### src/rtl/spi_flash_xfer_if.sv
// Parser-side bus of the SPI flash transfer engine: transaction request/status
// plus the write-byte and read-byte valid/ready streams.
interface spi_flash_xfer_if #(
    parameter int LEN_WIDTH = 16
) ();
    logic                 start_i;
    logic [LEN_WIDTH-1:0] wr_len_i;
    logic [LEN_WIDTH-1:0] rd_len_i;
    logic                 busy_o;
    logic                 done_o;
    logic [7:0]           wr_data_i;
    logic                 wr_valid_i;
    logic                 wr_ready_o;
    logic [7:0]           rd_data_o;
    logic                 rd_valid_o;
    logic                 rd_ready_i;

    modport master (
        output start_i, wr_len_i, rd_len_i, wr_data_i, wr_valid_i, rd_ready_i,
        input  busy_o, done_o, wr_ready_o, rd_data_o, rd_valid_o
    );

    modport slave (
        input  start_i, wr_len_i, rd_len_i, wr_data_i, wr_valid_i, rd_ready_i,
        output busy_o, done_o, wr_ready_o, rd_data_o, rd_valid_o
    );
endinterface

### src/rtl/spi_flash_xfer.sv
// SPI mode-0 master: streams wr_len bytes out MSB-first, then clocks in rd_len
// bytes, all within one chip-select assertion, followed by a CS-high gap.
module spi_flash_xfer #(
    parameter int SCK_DIV   = 2,
    parameter int LEN_WIDTH = 16,
    parameter int CS_IDLE   = 4
) (
    input  logic           clk_i,
    input  logic           rstn_i,
    spi_flash_xfer_if.slave bus,
    output logic           sck_o,
    output logic           csn_o,
    output logic           mosi_o,
    input  logic           miso_i
);
    typedef enum logic [2:0] {
        IDLE, WR_FETCH, WR_SHIFT, RD_SHIFT, RD_HOLD, CS_END, GAP
    } state_t;

    localparam int TMAX = (SCK_DIV > CS_IDLE) ? SCK_DIV : CS_IDLE;
    localparam int TW   = $clog2(TMAX) + 1;
    localparam logic [TW-1:0]        HALF_LAST = TW'(SCK_DIV - 1);
    localparam logic [TW-1:0]        GAP_LAST  = TW'(CS_IDLE - 1);
    localparam logic [LEN_WIDTH-1:0] ONE       = LEN_WIDTH'(1);

    state_t               state_q, state_d;
    logic [TW-1:0]        tmr_q, tmr_d;
    logic [2:0]           bit_q, bit_d;
    logic [7:0]           sreg_q, sreg_d;
    logic [LEN_WIDTH-1:0] wr_cnt_q, wr_cnt_d;
    logic [LEN_WIDTH-1:0] rd_cnt_q, rd_cnt_d;
    logic                 busy_q, busy_d;
    logic                 done_q, done_d;
    logic                 rd_valid_q, rd_valid_d;
    logic [7:0]           rd_data_q, rd_data_d;
    logic                 sck_q, sck_d;
    logic                 csn_q, csn_d;
    logic                 mosi_q, mosi_d;

    logic half_end;
    logic byte_end;
    logic lens_zero;

    assign half_end  = (tmr_q == HALF_LAST);
    // The 8th falling edge: end of a high phase on the last bit.
    assign byte_end  = half_end && sck_q && (bit_q == 3'd7);
    assign lens_zero = (bus.wr_len_i == '0) && (bus.rd_len_i == '0);

    always_ff @(posedge clk_i or negedge rstn_i) begin
        if (!rstn_i) begin
            state_q    <= IDLE;
            tmr_q      <= '0;
            bit_q      <= '0;
            sreg_q     <= '0;
            wr_cnt_q   <= '0;
            rd_cnt_q   <= '0;
            busy_q     <= 1'b0;
            done_q     <= 1'b0;
            rd_valid_q <= 1'b0;
            rd_data_q  <= '0;
            sck_q      <= 1'b0;
            csn_q      <= 1'b1;
            mosi_q     <= 1'b0;
        end else begin
            state_q    <= state_d;
            tmr_q      <= tmr_d;
            bit_q      <= bit_d;
            sreg_q     <= sreg_d;
            wr_cnt_q   <= wr_cnt_d;
            rd_cnt_q   <= rd_cnt_d;
            busy_q     <= busy_d;
            done_q     <= done_d;
            rd_valid_q <= rd_valid_d;
            rd_data_q  <= rd_data_d;
            sck_q      <= sck_d;
            csn_q      <= csn_d;
            mosi_q     <= mosi_d;
        end
    end

    always_comb begin
        state_d = state_q;
        case (state_q)
            IDLE: begin
                if (bus.start_i) begin
                    if (lens_zero)                 state_d = GAP;
                    else if (bus.wr_len_i != '0)   state_d = WR_FETCH;
                    else                           state_d = RD_SHIFT;
                end
            end
            WR_FETCH: if (bus.wr_valid_i) state_d = WR_SHIFT;
            WR_SHIFT: begin
                if (byte_end) begin
                    if (wr_cnt_q != ONE)     state_d = WR_FETCH;
                    else if (rd_cnt_q != '0) state_d = RD_SHIFT;
                    else                     state_d = CS_END;
                end
            end
            RD_SHIFT: if (byte_end) state_d = RD_HOLD;
            RD_HOLD: begin
                if (bus.rd_ready_i) state_d = (rd_cnt_q != ONE) ? RD_SHIFT : CS_END;
            end
            CS_END: if (half_end) state_d = GAP;
            GAP:    if (tmr_q == GAP_LAST) state_d = IDLE;
            default: state_d = IDLE;
        endcase
    end

    always_comb begin
        tmr_d      = '0;
        bit_d      = bit_q;
        sreg_d     = sreg_q;
        wr_cnt_d   = wr_cnt_q;
        rd_cnt_d   = rd_cnt_q;
        busy_d     = busy_q;
        done_d     = 1'b0;
        rd_valid_d = rd_valid_q;
        rd_data_d  = rd_data_q;
        sck_d      = sck_q;
        csn_d      = csn_q;
        mosi_d     = mosi_q;
        case (state_q)
            IDLE: begin
                if (bus.start_i) begin
                    wr_cnt_d = bus.wr_len_i;
                    rd_cnt_d = bus.rd_len_i;
                    busy_d   = 1'b1;
                    bit_d    = '0;
                    csn_d    = lens_zero;
                end
            end
            WR_FETCH: begin
                if (bus.wr_valid_i) begin
                    sreg_d = bus.wr_data_i;
                    mosi_d = bus.wr_data_i[7];
                    bit_d  = '0;
                end
            end
            WR_SHIFT: begin
                tmr_d = half_end ? '0 : tmr_q + 1'b1;
                if (half_end) begin
                    sck_d = ~sck_q;
                    // mosi only moves on the falling edge, so it is stable at every rise.
                    if (sck_q) begin
                        bit_d = bit_q + 3'd1;
                        if (bit_q == 3'd7) begin
                            wr_cnt_d = wr_cnt_q - ONE;
                            if (wr_cnt_q == ONE) mosi_d = 1'b0;
                        end else begin
                            mosi_d = sreg_q[6];
                            sreg_d = {sreg_q[6:0], 1'b0};
                        end
                    end
                end
            end
            RD_SHIFT: begin
                tmr_d = half_end ? '0 : tmr_q + 1'b1;
                if (half_end) begin
                    sck_d = ~sck_q;
                    if (!sck_q) begin
                        sreg_d = {sreg_q[6:0], miso_i};
                    end else begin
                        bit_d = bit_q + 3'd1;
                        if (bit_q == 3'd7) begin
                            rd_data_d  = sreg_q;
                            rd_valid_d = 1'b1;
                        end
                    end
                end
            end
            RD_HOLD: begin
                if (bus.rd_ready_i) begin
                    rd_valid_d = 1'b0;
                    rd_cnt_d   = rd_cnt_q - ONE;
                    bit_d      = '0;
                end
            end
            CS_END: begin
                tmr_d = half_end ? '0 : tmr_q + 1'b1;
                if (half_end) csn_d = 1'b1;
            end
            GAP: begin
                tmr_d = tmr_q + 1'b1;
                if (tmr_q == GAP_LAST) begin
                    tmr_d  = '0;
                    done_d = 1'b1;
                    busy_d = 1'b0;
                end
            end
            default: begin
                tmr_d = '0;
            end
        endcase
    end

    assign bus.busy_o     = busy_q;
    assign bus.done_o     = done_q;
    assign bus.wr_ready_o = (state_q == WR_FETCH);
    assign bus.rd_data_o  = rd_data_q;
    assign bus.rd_valid_o = rd_valid_q;
    assign sck_o          = sck_q;
    assign csn_o          = csn_q;
    assign mosi_o         = mosi_q;
endmodule

### src/flat_wrapper.sv
// flat-port wrapper written by rule: the top's interface ports become plain ports
module spi_flash_xfer_flat 
#(
    parameter int SCK_DIV   = 2,
    parameter int LEN_WIDTH = 16,
    parameter int CS_IDLE   = 4
)
  (clk_i, rstn_i, sck_o, csn_o, mosi_o, miso_i, bus_start_i, bus_wr_len_i, bus_rd_len_i, bus_wr_data_i, bus_wr_valid_i, bus_rd_ready_i, bus_busy_o, bus_done_o, bus_wr_ready_o, bus_rd_data_o, bus_rd_valid_o);
  spi_flash_xfer_if #(.LEN_WIDTH(LEN_WIDTH)) bus_i ();
  input  logic clk_i;
  input  logic rstn_i;
  output logic sck_o;
  output logic csn_o;
  output logic mosi_o;
  input  logic miso_i;
  input wire logic [$bits(bus_i.start_i)-1:0] bus_start_i;
  input wire logic [$bits(bus_i.wr_len_i)-1:0] bus_wr_len_i;
  input wire logic [$bits(bus_i.rd_len_i)-1:0] bus_rd_len_i;
  input wire logic [$bits(bus_i.wr_data_i)-1:0] bus_wr_data_i;
  input wire logic [$bits(bus_i.wr_valid_i)-1:0] bus_wr_valid_i;
  input wire logic [$bits(bus_i.rd_ready_i)-1:0] bus_rd_ready_i;
  output wire logic [$bits(bus_i.busy_o)-1:0] bus_busy_o;
  output wire logic [$bits(bus_i.done_o)-1:0] bus_done_o;
  output wire logic [$bits(bus_i.wr_ready_o)-1:0] bus_wr_ready_o;
  output wire logic [$bits(bus_i.rd_data_o)-1:0] bus_rd_data_o;
  output wire logic [$bits(bus_i.rd_valid_o)-1:0] bus_rd_valid_o;
  assign bus_i.start_i = bus_start_i;
  assign bus_i.wr_len_i = bus_wr_len_i;
  assign bus_i.rd_len_i = bus_rd_len_i;
  assign bus_i.wr_data_i = bus_wr_data_i;
  assign bus_i.wr_valid_i = bus_wr_valid_i;
  assign bus_i.rd_ready_i = bus_rd_ready_i;
  assign bus_busy_o = bus_i.busy_o;
  assign bus_done_o = bus_i.done_o;
  assign bus_wr_ready_o = bus_i.wr_ready_o;
  assign bus_rd_data_o = bus_i.rd_data_o;
  assign bus_rd_valid_o = bus_i.rd_valid_o;
  spi_flash_xfer #(.SCK_DIV(SCK_DIV), .LEN_WIDTH(LEN_WIDTH), .CS_IDLE(CS_IDLE)) u_core (.clk_i(clk_i), .rstn_i(rstn_i), .bus(bus_i), .sck_o(sck_o), .csn_o(csn_o), .mosi_o(mosi_o), .miso_i(miso_i));
endmodule
### config.mk
export PLATFORM = sky130hd
export DESIGN_NAME = spi_flash_xfer_flat
export DESIGN_NICKNAME = d
export VERILOG_FILES = /design/src/rtl/spi_flash_xfer_if.sv /design/src/rtl/spi_flash_xfer.sv /design/src/flat_wrapper.sv
export SDC_FILE = /design/constraint.sdc
export NUM_CORES = 1
export LEC_CHECK = 0
export ABC_AREA = 1
export CORE_MARGIN = 2
export CORE_UTILIZATION = 50
export DETAILED_ROUTE_END_ITERATION = 8
export PLACE_DENSITY = 0.86
export SLEW_MARGIN = 10
export SYNTH_ARGS = -nofsm -noshare
export SYNTH_HDL_FRONTEND = slang
export SYNTH_SLANG_ARGS = --single-unit
### constraint.sdc
create_clock -name clk_i -period 4.2 [get_ports clk_i]
set_input_delay 0.63 -clock clk_i [delete_from_list [all_inputs] [get_ports clk_i]]
set_output_delay 0.63 -clock clk_i [all_outputs]
set_load 0.05 [all_outputs]
Run 1, supply network:
Pins as bars on the die edge. Tap cells in gray.
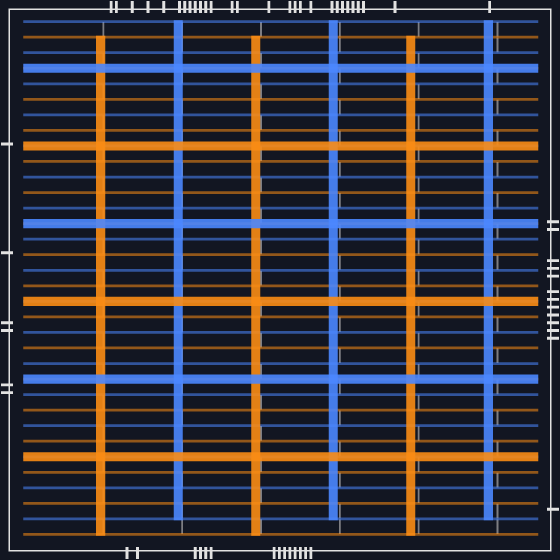
legend:
  VDD:
    color: blue
  VSS:
    color: orange
met4 straps: 6
signal pins: 61
met1 rails: 34

Run 1, met2 routing:
Scale bar: 20 um.
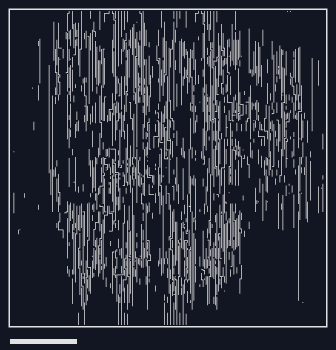
share of all routed wire: 48%
main direction: vertical
longest straight run: 35.4 um
nets with wire on the layer: 565

Run 1, clock wires, drivers and flops:
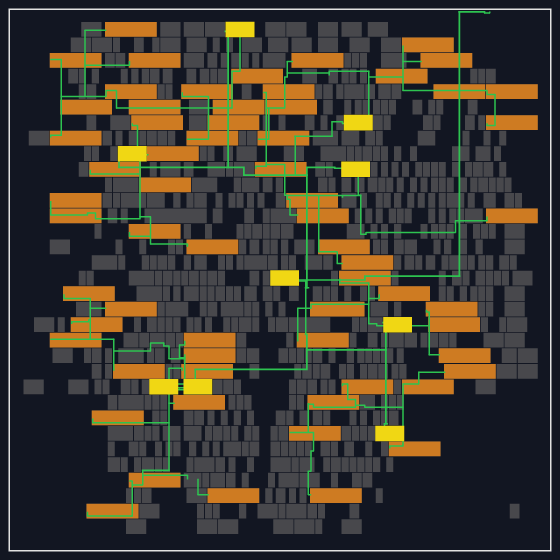
legend:
  flip-flops:
    color: orange
    count: 63
  cells driving clock nets:
    color: yellow
    count: 9
  clock wires:
    color: green
    length: 899 um
routed clock nets: 10
flops lie: spread over the die

Run 1, placement view:
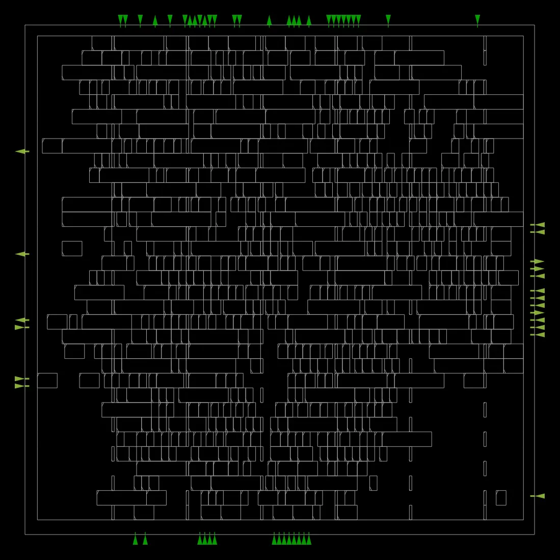
final core utilization: 61.09%
# Taps: 105
Finished Layout Cells: 769
Layout fillers: 728

==> results.py, run 1 <==
# Flow results
metrics = {
    "synthesis": {
        "syn_nets": 658,
        "yosys_area_mm2": 0.004096,
        "ys_sh_adder_pct": 3.360,
        "top_cell_area_share_pct": 37.87,
        "ys_sh_simple_pct": 33.32,
    },
    "critical_path": {
        "start_kind": "flip-flop",
        "r2r.worst_path.cells": 7,
        "crit_start": "u_core.state_q[2]$_DFFE_PN0P_",
    },
    "global_routing": {
        "top_usage_layer": "met2",
    },
    "detailed_routing": {
        "top_layer_used": "met4",
        "dr_wl_met3_um": 507,
        "vias_per_cell": 5.298,
        "wire_per_inst_um": 13.79,
        "wirelength_um": 10600,
    },
    "sta": {
        "rsz0062_at_grt": "false",
        "fin_crit_ns": 2.714,
    },
    "floorplan": {
        "die.size.y_um": 94.52,
    },
    "cts": {
        "cts_max_path_buffers": 2,
        "cts_inserted_buffers": 9,
    },
    "status": {
        "status": "complete, no violations",
    },
    "place": {
        "port_buffers": 60,
        "routabilityCongestion": 0.9215,
        "pre_cts_ws_ns": 1.670,
    },
    "power_and_ir_drop": {
        "ir_drop_v": 0.0002532,
    },
}
==> run 1: cell type report <==
type                       instances  area (um2)
clock buffer                       9       123.9
clock inverter                     7       73.82
fill                             728        3149
inverter                          72       272.8
multi-input combinational        452        2161
sequential                        63        1578
tap                              105       131.4
timing repair buffer              61       603.1
==> run 1: cell families after synthesis <==
group / count (synthesis)
mux: 1
xor+xnor: 12
simple gates: 328
flops: 63
compound gates: 100
fa+ha+maj: 11
buf+inv: 86
==> run 1: metrics by stage <==
| stage | cell area, um2 | total power (uW) |
|---|---|---|
| floorplan | 4096 | 2306 |
| CTS | 4943 | 3219 |
| finish | 4943 | 3237 |
| detailed placement | 4746 | 2674 |
| global route | 4943 | 3507 |
| global placement | 4746 | 2597 |
Run 1, cell classes on the final placement:
Scale bar: 20 um. Fill, decap, tap and diode cells in gray.
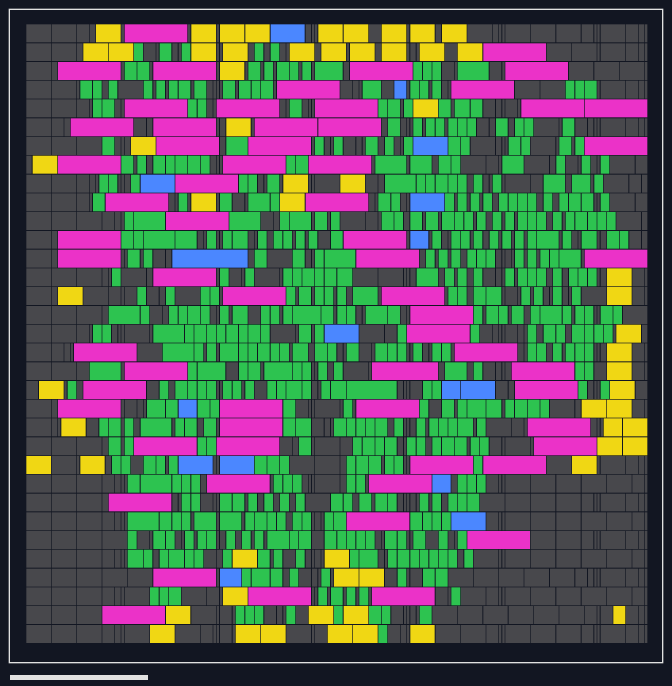

==> run 2: changes to the inputs <==
==> constraint.sdc (replaced) <==
create_clock -name clk_i -period 2.5 [get_ports clk_i]
set_input_delay 0.375 -clock clk_i [delete_from_list [all_inputs] [get_ports clk_i]]
set_output_delay 0.375 -clock clk_i [all_outputs]
set_load 0.05 [all_outputs]
Run 2, cell classes on the final placement:
Scale bar: 20 um. Fill, decap, tap and diode cells in gray.
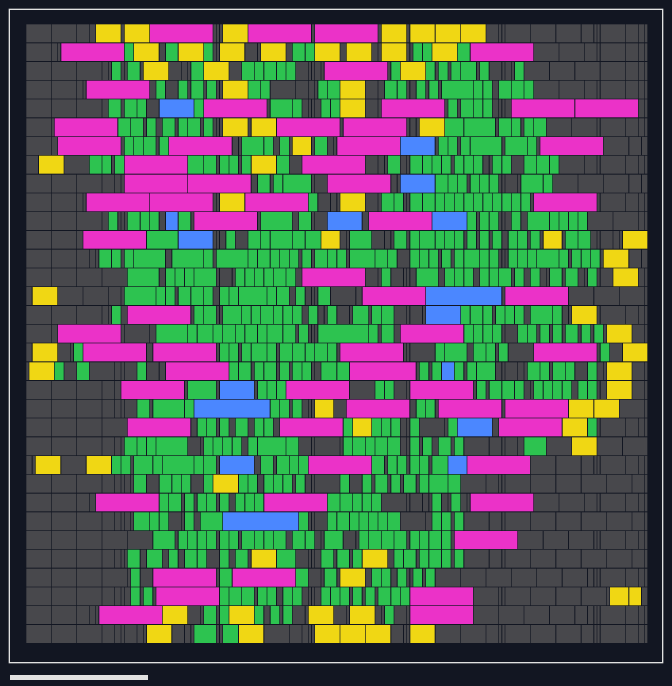
legend:
  other buffers and delay cells:
    color: yellow
    cells: 66
    share_of_their_area: 13%
  all other logic:
    color: green
    cells: 524
    share_of_their_area: 50%
  clock drivers and dummy loads:
    color: blue
    cells: 16
    share_of_their_area: 5.0%
  flops:
    color: magenta
    cells: 63
    share_of_their_area: 32%

Run 2, met2 routing:
Scale bar: 20 um.
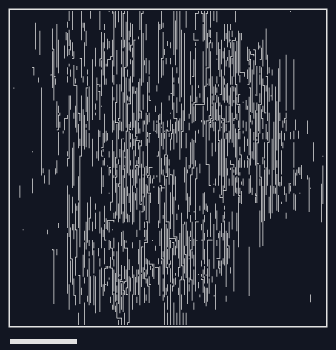
main direction: vertical
share of all routed wire: 49%
longest straight run: 35.0 um
nets with wire on the layer: 573
wire length on this layer: 4930 um

==> results.py, run 2 <==
# Flow results
metrics = {
    "global_routing": {
        "top_usage_layer": "met2",
    },
    "sta": {
        "fin_crit_ns": 2.378,
        "rsz0062_at_grt": "false",
    },
    "finish": {
        "sh_comb_area_pct": 42.97,
        "n_fill_cell": 697,
        "fin_cells": 774,
        "buffers": 66,
        "seq_share_pct": 31.38,
        "clock_area_share_pct": 4.877,
        "clkbuf_count": 10,
        "seq_area_mm2": 0.001578,
    },
    "critical_path": {
        "crit_start": "u_core.state_q[0]$_DFFE_PN0P_",
    },
    "place": {
        "routabilityCongestion": 0.9051,
        "pre_cts_ws_ns": 0.4881,
        "port_buffers": 60,
    },
    "power_and_ir_drop": {
        "power_uw": 5637,
        "ir_drop_v": 0.0005591,
    },
    "detailed_routing": {
        "wire_per_inst_um": 13.02,
        "top_layer_used": "met4",
        "wirelength_um": 10080,
        "vias_per_cell": 5.191,
        "dr_wl_met3_um": 527,
    },
    "synthesis": {
        "top_cell_area_share_pct": 37.87,
        "yosys_area_mm2": 0.004096,
        "syn_nets": 658,
        "ys_sh_simple_pct": 33.32,
    },
    "floorplan": {
        "tapCellCount": 105,
    },
    "status": {
        "status": "complete, no violations",
    },
    "cts": {
        "cts_inserted_buffers": 9,
        "cts_max_path_buffers": 2,
    },
}
==> run 2: cell types whose count changed in the layout (fill, tap and decap cells not counted), sizes merged <==
cell / delta
buf: +5
bufinv: +2
clkbuf: +1
clkinvlp: -3
==> run 2: final timing paths <==
| kind | cells after the start | endpoint | slack (ns) |
|---|---|---|---|
| worst max-delay path | 5 | bus_wr_ready_o | 0.12 |
| worst min-delay path | 2 | u_core.rd_cnt_q[11]$_DFFE_PN0P_ | 0.20 |
| worst max register to register | 11 | u_core.wr_cnt_q[10]$_DFFE_PN0P_ | 0.44 |
| worst min register to register | 1 | u_core.tmr_q[0]$_DFF_PN0_ | 0.47 |
| max in group asynchronous | 2 | u_core.rd_cnt_q[1]$_DFFE_PN0P_ | 1.76 |
| min in group clk_i | 1 | u_core.tmr_q[0]$_DFF_PN0_ | 0.47 |
Run 2, supply network:
Pins as bars on the die edge. Tap cells in gray.
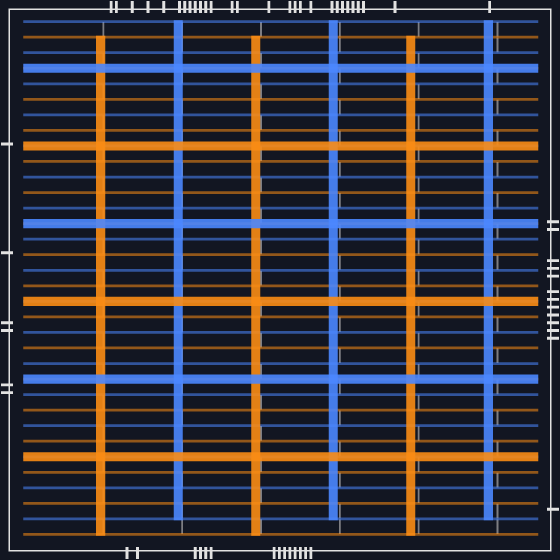

==> run 3: changes to the inputs <==
--- a/config.mk
+++ b/config.mk
@@ -6,10 +6,12 @@
 export NUM_CORES = 1
 export LEC_CHECK = 0
 export ABC_AREA = 1
-export CORE_MARGIN = 2
+export CORE_MARGIN = 3
 export CORE_UTILIZATION = 50
+export CTS_CLUSTER_DIAMETER = 150
 export DETAILED_ROUTE_END_ITERATION = 8
 export PLACE_DENSITY = 0.86
+export RECOVER_POWER = 25
 export SLEW_MARGIN = 10
 export SYNTH_ARGS = -nofsm -noshare
 export SYNTH_HDL_FRONTEND = slang
Run 3, supply network:
Pins as bars on the die edge. Tap cells in gray.
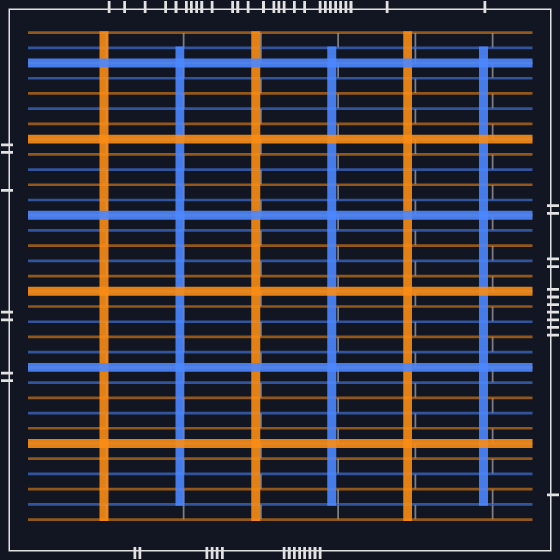
legend:
  VDD:
    color: blue
  VSS:
    color: orange
signal pins: 61
met4 straps: 6

Run 3, cell classes on the final placement:
Scale bar: 20 um. Fill, decap, tap and diode cells in gray.
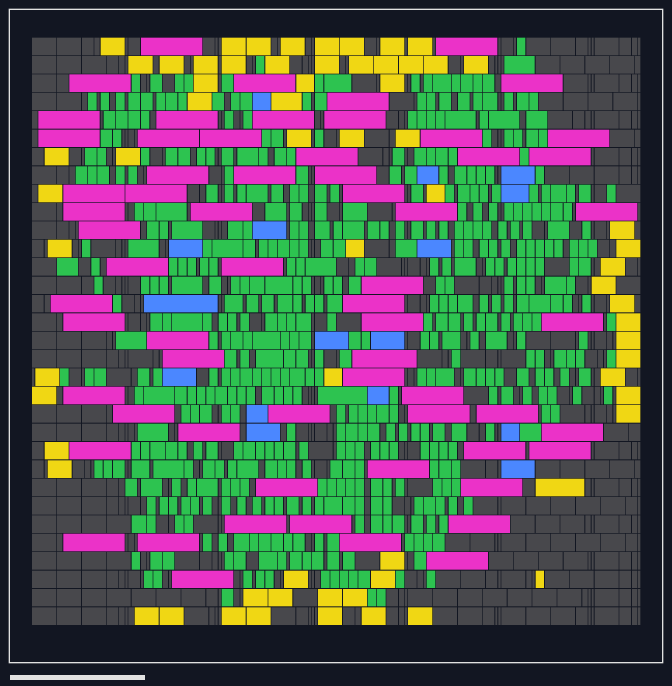
legend:
  other buffers and delay cells:
    color: yellow
    cells: 65
    share_of_their_area: 13%
  clock drivers and dummy loads:
    color: blue
    cells: 16
    share_of_their_area: 4.2%
  all other logic:
    color: green
    cells: 524
    share_of_their_area: 50%
  flops:
    color: magenta
    cells: 63
    share_of_their_area: 32%

==> results.py, run 3 <==
# Flow results
metrics = {
    "critical_path": {
        "crit_start": "u_core.csn_o$_DFFE_PN1P_",
        "r2r.worst_path.cells": 9,
        "critPathCapture": "csn_o",
        "crit_cells": 1,
        "r2r-end": "u_core.wr_cnt_q[15]$_DFFE_PN0P_",
    },
    "place": {
        "port_buffers": 60,
        "pre_cts_ws_ns": 0.4517,
    },
    "sta": {
        "fin_crit_ns": 2.073,
        "timing.final.max_slew_violations": 29,
        "rsz0062_at_grt": "false",
    },
    "power_and_ir_drop": {
        "ir_drop_v": 0.0006514,
        "power_uw": 5465,
    },
    "finish": {
        "buffers": 65,
        "fin_cells": 770,
        "sh_comb_area_pct": 43.28,
        "n_fill_cell": 687,
        "seq_share_pct": 31.60,
    },
    "run": {
        "max_cap_violations": 1,
    },
    "cts": {
        "cts_max_path_buffers": 2,
        "cts_inserted_buffers": 9,
    },
    "detailed_routing": {
        "vias_per_cell": 5.244,
        "top_layer_used": "met4",
        "wirelength_um": 10210,
        "dr_wl_met3_um": 460,
    },
    "global_routing": {
        "top_usage_layer": "met2",
    },
    "status": {
        "violations": "max-capacitance violations, max-slew violations",
        "status": "complete, but fails checks",
    },
    "floorplan": {
        "tapCellCount": 102,
    },
    "synthesis": {
        "syn_nets": 658,
    },
}
## run 3: cell counts after synthesis
Identical to the previous run, type by type.
## run 3: report_power, final
part           internal (uW)  switching, uW  leakage (uW)  total (uW)
sequential              1430            400      0.000788        1830
clock                    471            451     0.0000975         922
combinational            929           1780       0.00149        2710
## run 3: logic make-up (layout without fill, tap and decap cells)
kind of cell	count (synthesis)	after routing	synth area share [%]
simple gates	328	328	33.32
compound gates	100	100	13.23
buf+inv	86	153	8.735
flops	63	63	38.52
xor+xnor	12	12	2.566
fa+ha+maj	11	11	3.360
mux	1	1	0.2749
## run 3: repair_timing
action	4_1_cts	5_1_grt
gates resized	0	1
hold buffers	0	0
endpoints found under the setup margin	0	1
No activity file was given, so power comes from the tool's default toggle rates.
